run_1/metal_density.png
Bar = 20 um. The die is cut into 17 by 17 equal tiles; dark purple is low, yellow is high, scaled to the fullest tile. Values are wire area over tile area, all layers added.
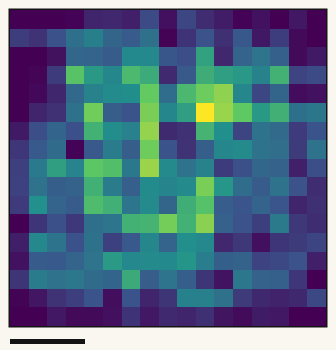
run_1/io_fan.png
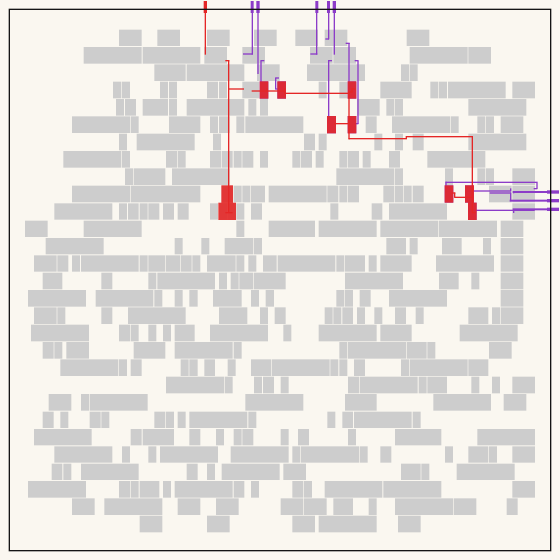
run_1/placement_by_type.png
Bar = 20 um.
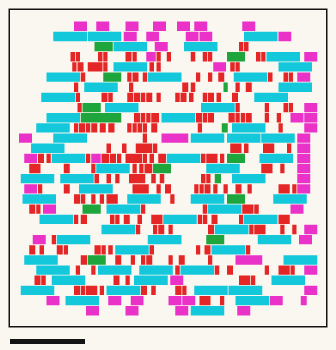
===== src/rtl/demux_pkg.sv =====
// demux_pkg -- shared types and constants for the 1-to-4 lane demultiplexer.
// Optional statistics counter is enabled by defining DEMUX_STATS_EN.
package demux_pkg;

    // Alignment state: waiting for the first valid word, or running through slots
    typedef enum logic [0:0] {
        WAIT_SYNC = 1'b0,
        RUN       = 1'b1
    } state_e;

    localparam int LANES     = 4;
    localparam int SLOT_W    = 2;
    localparam int WIDTH_DEF = 8;

    // Slot index at which a complete group is handed to the lane outputs
    localparam logic [SLOT_W-1:0] LAST_SLOT = SLOT_W'(LANES - 1);

    // Saturating 8-bit increment used by the group statistics counter
    function automatic logic [7:0] sat_inc8(input logic [7:0] v);
        return (v == 8'hFF) ? v : (v + 8'd1);
    endfunction

endpackage


===== src/rtl/demux_slot_cnt.sv =====
// demux_slot_cnt -- 2-bit slot counter with enable and synchronous clear.
// last_slot_o flags the slot on which a group is complete.
module demux_slot_cnt
    import demux_pkg::*;
(
    input  logic              clk_i,
    input  logic              rst_n_i,
    input  logic              en_i,
    input  logic              clr_i,
    output logic [SLOT_W-1:0] slot_o,
    output logic              last_slot_o
);

    logic [SLOT_W-1:0] slot_q;

    // Slot register: clear has priority, otherwise advance modulo 4 when enabled
    always_ff @(posedge clk_i or negedge rst_n_i) begin
        if (!rst_n_i) begin
            slot_q <= {SLOT_W{1'b0}};
        end else if (clr_i) begin
            slot_q <= {SLOT_W{1'b0}};
        end else if (en_i) begin
            slot_q <= slot_q + {{(SLOT_W-1){1'b0}}, 1'b1};
        end else begin
            slot_q <= slot_q;
        end
    end

    assign slot_o      = slot_q;
    assign last_slot_o = (slot_q == LAST_SLOT);

endmodule


===== src/rtl/demux_1a4.sv =====
// demux_1a4 -- serial-to-4-lane demultiplexer with group alignment.
// The first valid word after reset (or after a fully invalid group) becomes
// slot 0; every fourth slot the staged group is presented on all lanes at once.
// Define DEMUX_STATS_EN to add the saturating group_cnt output.
module demux_1a4 #(
    parameter int WIDTH = demux_pkg::WIDTH_DEF,
    parameter int LANES = 4
) (
    input  logic             clk_4f,
    input  logic             reset_L,
    input  logic             valid_in,
    input  logic [WIDTH-1:0] data_in,
    output logic [WIDTH-1:0] data_out0,
    output logic [WIDTH-1:0] data_out1,
    output logic [WIDTH-1:0] data_out2,
    output logic [WIDTH-1:0] data_out3,
    output logic             valid_out0,
    output logic             valid_out1,
    output logic             valid_out2,
    output logic             valid_out3,
    output logic             group_strobe
`ifdef DEMUX_STATS_EN
   ,output logic [7:0]       group_cnt
`endif
);

    import demux_pkg::*;

    // The lane ports are fixed at four; any other lane count is rejected
    if (LANES != 4) begin : g_lanes_check
        $error("demux_1a4 supports LANES == 4 only");
    end

    state_e             state_q;
    logic [WIDTH-1:0]   stage_data_q [0:LANES-2];
    logic [LANES-2:0]   stage_vld_q;
    logic [WIDTH-1:0]   dout_q [0:LANES-1];
    logic [LANES-1:0]   vout_q;
    logic               strobe_q;

    logic [SLOT_W-1:0]  slot_s;
    logic               last_slot_s;
    logic               cnt_en_s;
    logic               cnt_clr_s;
    logic               any_valid_s;
    logic               transfer_s;
    logic [WIDTH-1:0]   word_s;

    // Invalid words are zeroed on entry so no lane ever carries stale data
    assign word_s      = valid_in ? data_in : {WIDTH{1'b0}};
    assign any_valid_s = (|stage_vld_q) | valid_in;
    assign transfer_s  = (state_q == RUN) && last_slot_s;

    // Counter runs every cycle in RUN; in WAIT_SYNC only the sync word advances it
    assign cnt_en_s  = (state_q == RUN) | valid_in;
    assign cnt_clr_s = (state_q == WAIT_SYNC) & ~valid_in;

    demux_slot_cnt u_slot_cnt (
        .clk_i       (clk_4f),
        .rst_n_i     (reset_L),
        .en_i        (cnt_en_s),
        .clr_i       (cnt_clr_s),
        .slot_o      (slot_s),
        .last_slot_o (last_slot_s)
    );

    // Alignment FSM with staging registers and registered lane outputs
    always_ff @(posedge clk_4f or negedge reset_L) begin
        if (!reset_L) begin
            state_q     <= WAIT_SYNC;
            stage_vld_q <= {(LANES-1){1'b0}};
            vout_q      <= {LANES{1'b0}};
            strobe_q    <= 1'b0;
            for (int k = 0; k < LANES - 1; k++) begin
                stage_data_q[k] <= {WIDTH{1'b0}};
            end
            for (int k = 0; k < LANES; k++) begin
                dout_q[k] <= {WIDTH{1'b0}};
            end
        end else begin
            strobe_q <= 1'b0;
            case (state_q)
                WAIT_SYNC: begin
                    if (valid_in) begin
                        stage_data_q[0] <= word_s;
                        stage_vld_q[0]  <= 1'b1;
                        state_q         <= RUN;
                    end else begin
                        state_q <= WAIT_SYNC;
                    end
                end
                RUN: begin
                    if (last_slot_s) begin
                        // Slot 3 completes the group: publish all lanes together
                        for (int k = 0; k < LANES - 1; k++) begin
                            dout_q[k]       <= stage_data_q[k];
                            vout_q[k]       <= stage_vld_q[k];
                            stage_data_q[k] <= {WIDTH{1'b0}};
                        end
                        dout_q[LANES-1] <= word_s;
                        vout_q[LANES-1] <= valid_in;
                        stage_vld_q     <= {(LANES-1){1'b0}};
                        strobe_q        <= 1'b1;
                        // A fully empty group means alignment may be lost
                        state_q         <= any_valid_s ? RUN : WAIT_SYNC;
                    end else begin
                        for (int k = 0; k < LANES - 1; k++) begin
                            if (slot_s == SLOT_W'(k)) begin
                                stage_data_q[k] <= word_s;
                                stage_vld_q[k]  <= valid_in;
                            end
                        end
                        state_q <= RUN;
                    end
                end
                default: begin
                    state_q <= WAIT_SYNC;
                end
            endcase
        end
    end

    assign data_out0    = dout_q[0];
    assign data_out1    = dout_q[1];
    assign data_out2    = dout_q[2];
    assign data_out3    = dout_q[3];
    assign valid_out0   = vout_q[0];
    assign valid_out1   = vout_q[1];
    assign valid_out2   = vout_q[2];
    assign valid_out3   = vout_q[3];
    assign group_strobe = strobe_q;

`ifdef DEMUX_STATS_EN
    logic [7:0] group_cnt_q;

    // Count published groups carrying at least one valid lane, saturating at 255
    always_ff @(posedge clk_4f or negedge reset_L) begin
        if (!reset_L) begin
            group_cnt_q <= 8'd0;
        end else if (transfer_s && any_valid_s) begin
            group_cnt_q <= sat_inc8(group_cnt_q);
        end else begin
            group_cnt_q <= group_cnt_q;
        end
    end

    assign group_cnt = group_cnt_q;
`endif

endmodule


===== config.mk =====
export PLATFORM = sky130hd
export DESIGN_NAME = demux_1a4
export DESIGN_NICKNAME = d
export VERILOG_FILES = /design/src/rtl/demux_pkg.sv /design/src/rtl/demux_slot_cnt.sv /design/src/rtl/demux_1a4.sv
export SDC_FILE = /design/constraint.sdc
export NUM_CORES = 1
export LEC_CHECK = 0
export ABC_AREA = 1
export CAP_MARGIN = 40
export CELL_PAD_IN_SITES_DETAIL_PLACEMENT = 0
export CELL_PAD_IN_SITES_GLOBAL_PLACEMENT = 1
export CORE_MARGIN = 2
export CORE_UTILIZATION = 43
export DETAILED_ROUTE_END_ITERATION = 7
export PLACE_DENSITY_LB_ADDON = 0.15
export SLEW_MARGIN = 20
export SYNTH_ARGS = -nofsm -noshare
export SYNTH_HDL_FRONTEND = slang
export SYNTH_SLANG_ARGS = --single-unit
export TNS_END_PERCENT = 30

===== constraint.sdc =====
create_clock -name clk_4f -period 2.36 [get_ports clk_4f]
set_input_delay 0.236 -clock clk_4f [delete_from_list [all_inputs] [get_ports clk_4f]]
set_output_delay 0.236 -clock clk_4f [all_outputs]
set_load 0.05 [all_outputs]

==> Slide: Implementation Results, run 1 <==
Flow Results at a Glance

Setup path
  • Worst setup path end: stage_data_q[11]
  • Crit Path Max Fanout: 18
  • Worst Setup Start Kind: flop
  • Crit end category: flop
  • R2R depth: 5
  • Critical path type: flop to flop
  • Slowest stage delay, CP: 0.42 ns
  • Critical Path Stages: 5
  • Most used cell along the critical path: nand2_2
  • Crit path DAT: 2.02 ns
  • R2r setup slk: 0.53 ns
  • CP startpoint: u_slot_cnt.slot_o[0]
  • Slowest-stage cell, CP: dfrtp_1

Pwr
  • Clk. pwr: 897 uW
  • Pwr top: combinational logic
  • Power per cell area: 1555 nW/um2
  • Comb power: 2.68 mW
  • Power share of the clock group: 16.6%
  • Cell Int Power: 2.934 mW
  • Sequential group power: 1.84 mW
  • Combinational fraction of design power: 49.5%
  • Peak supply drop: 0.0009123 V
  • P_leak: 1.694 nW
  • Pwr Total: 5.410 mW

Final layout
  • Area-dominant class: sequential cells
  • Final core occ: 55.11%
  • Reg with most FFs: stage_data_q
  • Non-clk bufs: 52
  • Fraction of area in registers: 48.18%
  • Layout Area Growth over Synthesis: 24.54%
  • Layout cells sized above 1: 10.95%
  • FF+latch area: 1677 um2
  • Flops: 67
  • Combinational gate area: 885.9 um2
  • Max FFs per register: 24
  • Clock buffers: 11
  • Top cell excl fill/tap: nand2_1
  • Non-Filler Instances: 424
  • N_diodes: 0
  • Final #Nets: 359
  • Logic share of the area: 25.46%
  • ClkCell Share: 5.214%
  • Multi-In Gates: 187

Route
  • Met1 wire length: 2799 um
  • Iter 0 DRT Violations: 76
  • WL met2: 2456 um
  • First drt pass iteration count: 4
  • DR WL met3: 208 um
  • Routed Antenna Nets: 0
  • DR top layer: met4

Clock network
  • CTS root buf: clkbuf_8
  • CTS Buf Count: 9
  • H-tree levels: 3
  • Worst-skew pair later-pin latency: 0.34 ns
  • CTS tree: done
  • Clk buf depth: 2
  • Resize count post-CTS: 0

Min path
  • HP Start: stage_data_q[22]
  • HP Class: flop to flop
  • Hold EP: data_out0[6]

Synth
  • Synth top area cells: dfrtp_1, nand2_1, o21ai_0
  • Commonest cells in the netlist: nand2_1, dfrtp_1, o21ai_0, inv_1, nor2_1
  • Yosys chip area: 2794 um2
  • Synth mux share: 0%
  • Syn Std Cell Area: 2794 um2
  • Yosys cell count: 294
  • Post-synthesis simple-gate area fraction: 19.66%
  • Comb area leader: simple AND/OR/NAND/NOR gates
  • Async set or reset register ratio after synthesis: 100.0%
  • Synthesized-area fraction occupied by adder cells: 1.791%
  • Area leader, netlist: dfrtp_1
  • Number of synthesized flops with an enable pin: 0
  • Sequential share of the synthesized area: 60.01%
  • Gate Count Post-Synth: 294
  • Commonest flop: dfrtp_1
  • XORs/XNORs by Area: 0%
  • Warnings, synthesis: 0
  • Syn nets: 309

Floorplan
  • Core area: 6314 um2
  • DIE HEIGHT: 84.61 um
  • IO Pins: 48
  • FP Util: 44.25%
  • Rows: 29

GRT
  • Busiest grt layer: met1
  • Antenna violations before repair: 0
  • M3 GR Usage: 4.228%
  • Global-route wire length before repair: 9570 um
  • Grt ovf: 0
  • Maximum number of pins on one net before global-route repair: 39

Placed design
  • Final HPWL DP: 3861 um
  • Dpl cell area: 3288 um2
  • Pre-CTS WS: 0.5266 ns
  • GP Congestion: 0.7735
  • Port buffer count: 47

Run
  • Max Cap Violations: 0
  • OpenROAD warning count: 29

STA
  • Worst Slack Setup Final: 0.5318 ns
  • Worst rel slew slack: 52.78%
  • Worst-Margin Slew: 0.7083 ns
  • Final Setup Violations: 0
  • RSZ-0062 raised after global routing: no
  • Setup TNS: 0 ns
  • Final hold slack: 0.4743 ns
  • Final-report max-slew violation count: 0
  • Final min period: 1.828 ns

Outcome
  • Outcome: finished clean
-- metal_density.png (at the start) --
mean over tiles	0.12
fullest tile	0.40
nearly empty tiles	8.0%
emptiest ninth of the die	south-east
tiles over half the peak	15%
densest ninth of the die	centre
Tot GR Track Use: 17.39%
aggregate routed wire length: 5556 um
vias: 2003
mean routed wirelength per cell: 13.10 um

-- io_fan.png (at the start) --
port	colour	bits	direction	edge	end cells	buffers	wire
`data_in`	purple	8	input	5 north, 3 east	8	8	130 um
`valid_in`	red	1	input	north	11	2	97.7 um

-- placement_by_type.png (at the start) --
class	colour	cells	share of their area
clock drivers and dummy loads	green	14	5.4%
combinational and other logic	red	214	29%
flops	cyan	67	50%
other buffers and delay cells	magenta	52	16%

run_1/sizes.png
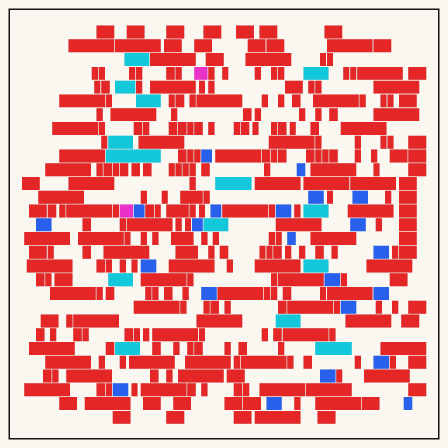

==> run 2, diff against run 1 <==
CORE_UTILIZATION = 36   (was 43)
clock period = 1.6 ns   (was 2.36 ns; I/O delays follow)
run_2/sizes.png
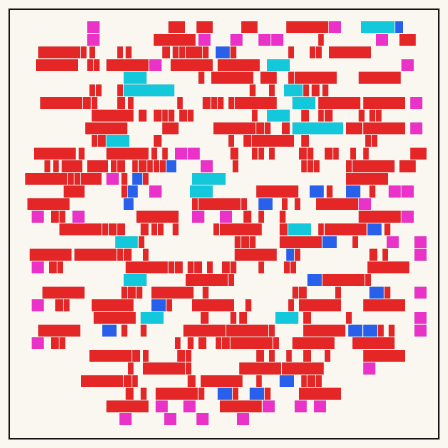
size	colour	cells
_3 and _4 cells	magenta	44
_0 and _1 cells	red	272
_6 and larger	cyan	16
_2 cells	blue	21

run_2/metal_density.png
Bar = 20 um. The die is cut into 18 by 18 equal tiles; dark purple is low, yellow is high, scaled to the fullest tile. Values are wire area over tile area, all layers added.
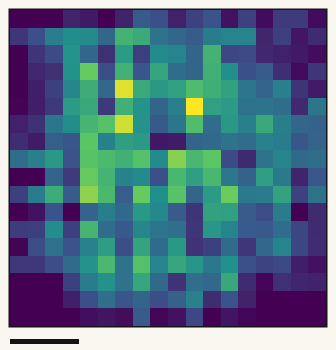
nearly empty tiles	11%
fullest tile	0.34
emptiest ninth of the die	south-east

run_2/placement_by_type.png
Bar = 20 um.
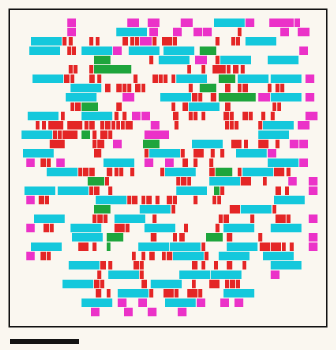
class	colour	cells	share of their area
flops	cyan	67	50%
combinational and other logic	red	214	30%
clock drivers and dummy loads	green	16	6.8%
other buffers and delay cells	magenta	56	14%

==> Slide: Implementation Results, run 2 <==
Flow Results at a Glance

Outcome
  • Outcome: finished clean (unchanged)

Final layout
  • FF+latch area: 1677 um2 (unchanged)
  • ClkCell Share: 6.516% (was 5.214%)
  • Multi-In Gates: 187 (unchanged)
  • Final #Nets: 363 (was 359)
  • Non-clk bufs: 56 (was 52)
  • Top cell excl fill/tap: nand2_1 (unchanged)
  • Non-clock buffer share: 13.39% (was 15.25%)
  • Combinational gate area: 885.9 um2 (unchanged)
  • Final core occ: 45.94% (was 55.11%)
  • Signal inverters: 27 (unchanged)
  • Clock buffers: 12 (was 11)
  • Layout cells sized above 1: 22.95% (was 10.95%)
  • Fillers: 773 (was 591)
  • N_diodes: 0 (unchanged)
  • Non-Filler Instances: 455 (was 424)
  • Layout Area Growth over Synthesis: 25.08% (was 24.54%)
  • Fraction of area in registers: 47.98% (was 48.18%)
  • Flops: 67 (unchanged)
  • Logic share of the area: 25.35% (was 25.46%)
  • Area-dominant class: sequential cells (unchanged)
  • Top cells excl fill/tap: nand2_1, dfrtp_1, buf_4, o21ai_0, inv_1 (was nand2_1, dfrtp_1, clkdlybuf4s50_1, o21ai_0, inv_1)
  • Reg with most FFs: stage_data_q (unchanged)
  • Max FFs per register: 24 (unchanged)

Placed design
  • Final HPWL DP: 3993 um (was 3861 um)
  • Port buffer count: 47 (unchanged)
  • Placed Instances: 438 (was 409)
  • Pre-CTS WS: 0.1716 ns (was 0.5266 ns)
  • GP Congestion: 0.7283 (was 0.7735)
  • Dpl cell area: 3257 um2 (was 3288 um2)

Synth
  • Comb area leader: simple AND/OR/NAND/NOR gates (unchanged)
  • Async set or reset register ratio after synthesis: 100.0% (unchanged)
  • Yosys chip area: 2794 um2 (unchanged)
  • Syn nets: 309 (unchanged)
  • Synthesized-area fraction occupied by adder cells: 1.791% (unchanged)
  • Synth mux share: 0% (unchanged)
  • Post-synthesis simple-gate area fraction: 19.66% (unchanged)
  • Distinct lib cells used: 18 (unchanged)
  • Yosys cell count: 294 (unchanged)
  • Sequential share of the synthesized area: 60.01% (unchanged)
  • XORs/XNORs by Area: 0% (unchanged)
  • Number of synthesized flops with an enable pin: 0 (unchanged)
  • Top-count cell post-synth: nand2_1 (unchanged)
  • Area leader, netlist: dfrtp_1 (unchanged)
  • Synth top area cells: dfrtp_1, nand2_1, o21ai_0 (unchanged)
  • Yosys top cell area share: 60.01% (unchanged)
  • Warnings, synthesis: 0 (unchanged)
  • Commonest cells in the netlist: nand2_1, dfrtp_1, o21ai_0, inv_1, nor2_1 (unchanged)
  • Commonest flop: dfrtp_1 (unchanged)
  • Gate Count Post-Synth: 294 (unchanged)
  • Syn Std Cell Area: 2794 um2 (unchanged)
  • #FFs+latches synth: 67 (unchanged)

STA
  • Final hold slack: 0.3501 ns (was 0.4743 ns)
  • Worst rel slew slack: 75.87% (was 52.78%)
  • Worst Slack Setup Final: 0.2096 ns (was 0.5318 ns)
  • Final-report max-slew violation count: 0 (unchanged)
  • Final min period: 1.390 ns (was 1.828 ns)
  • Final Setup Violations: 0 (unchanged)
  • Setup TNS: 0 ns (unchanged)
  • Worst-Margin Slew: 0.3620 ns (was 0.7083 ns)
  • Final Hold Violation Tally: 0 (unchanged)
  • RSZ-0062 raised after global routing: no (unchanged)

GRT
  • Busiest grt layer: met1 (unchanged)
  • M3 GR Usage: 2.876% (was 4.228%)
  • GR Util met2: 20.77% (was 24.05%)
  • Vias in the first global route: 1938 (was 1899)
  • Global-route wire length before repair: 9729 um (was 9570 um)
  • M1 GR Usage: 22.38% (was 25.50%)
  • Grt ovf: 0 (unchanged)
  • Antenna violations before repair: 0 (unchanged)
  • Tot GR Track Use: 15.13% (was 17.39%)
  • Maximum number of pins on one net before global-route repair: 68 (was 39)

Pwr
  • Peak supply drop: 0.001004 V (was 0.0009123 V)
  • Power per cell area: 2348 nW/um2 (was 1555 nW/um2)
  • Combinational fraction of design power: 47.4% (was 49.5%)
  • Comb power: 3.89 mW (was 2.68 mW)
  • Sequential group power: 2.71 mW (was 1.84 mW)
  • Pwr top: combinational logic (unchanged)
  • Clk. pwr: 1.61 mW (was 897 uW)
  • Cell Int Power: 4.458 mW (was 2.934 mW)
  • P_leak: 1.791 nW (was 1.694 nW)
  • Pwr Total: 8.207 mW (was 5.410 mW)
  • Power share of the clock group: 19.6% (was 16.6%)

Setup path
  • Worst setup path end: stage_data_q[16] (was stage_data_q[11])
  • CP startpoint: u_slot_cnt.slot_o[0] (unchanged)
  • Crit path DAT: 1.67 ns (was 2.02 ns)
  • Slowest stage delay, CP: 0.41 ns (was 0.42 ns)
  • Worst Setup Start Kind: flop (unchanged)
  • CP cell instances: ha_1 -> nand2_2 -> buf_12 -> inv_8 -> nor2_1 -> nand3_1 -> nand2_1 (was ha_1 -> nand2_2 -> nand2_2 -> nand2_1 -> o21ai_0)
  • Crit end category: flop (unchanged)
  • R2R depth: 7 (was 5)
  • Family with the most delay on the worst path: flip-flops (was simple AND/OR/NAND/NOR gates)
  • Crit Path Max Fanout: 22 (was 18)
  • Worst R2R End: stage_data_q[16] (was stage_data_q[11])
  • Critical Path Stages: 7 (was 5)
  • Critical path type: flop to flop (unchanged)
  • RR Startpoint: u_slot_cnt.slot_o[0] (unchanged)
  • Slowest-stage cell, CP: dfrtp_1 (unchanged)
  • Critical path buffers and inverters: 2 (was 0)
  • R2r setup slk: 0.21 ns (was 0.53 ns)

Clock network
  • Resize count post-CTS: 0 (unchanged)
  • CTS root buf: clkbuf_8 (unchanged)
  • Clk buf depth: 2 (unchanged)
  • H-tree levels: 3 (unchanged)
  • Worst-path clk slew: 0.07 ns (about the same)
  • CTS tree: done (unchanged)
  • CTS Buf Count: 9 (unchanged)
  • Worst-skew pair later-pin latency: 0.34 ns (about the same)

Floorplan
  • FP Util: 36.73% (was 44.25%)
  • Rows: 32 (was 29)
  • DIE HEIGHT: 92.10 um (was 84.61 um)
  • Core area: 7607 um2 (was 6314 um2)
  • IO Pins: 48 (unchanged)

Route
  • Mean routed wirelength per cell: 12.82 um (was 13.10 um)
  • Aggregate routed wire length: 5833 um (was 5556 um)
  • WL met2: 2455 um (was 2456 um)
  • Met1 wire length: 2990 um (was 2799 um)
  • First drt pass iteration count: 4 (unchanged)
  • Vias: 2002 (was 2003)
  • DR top layer: met4 (unchanged)
  • Routed Antenna Nets: 0 (unchanged)
  • Iter 0 DRT Violations: 108 (was 76)
  • DR WL met3: 251 um (was 208 um)

Run
  • OpenROAD warning count: 29 (unchanged)
  • Max Cap Violations: 0 (unchanged)

Min path
  • HP Class: primary input to asynchronous set/reset pin (was flop to flop)
Power is estimated from default activity; no workload was simulated.
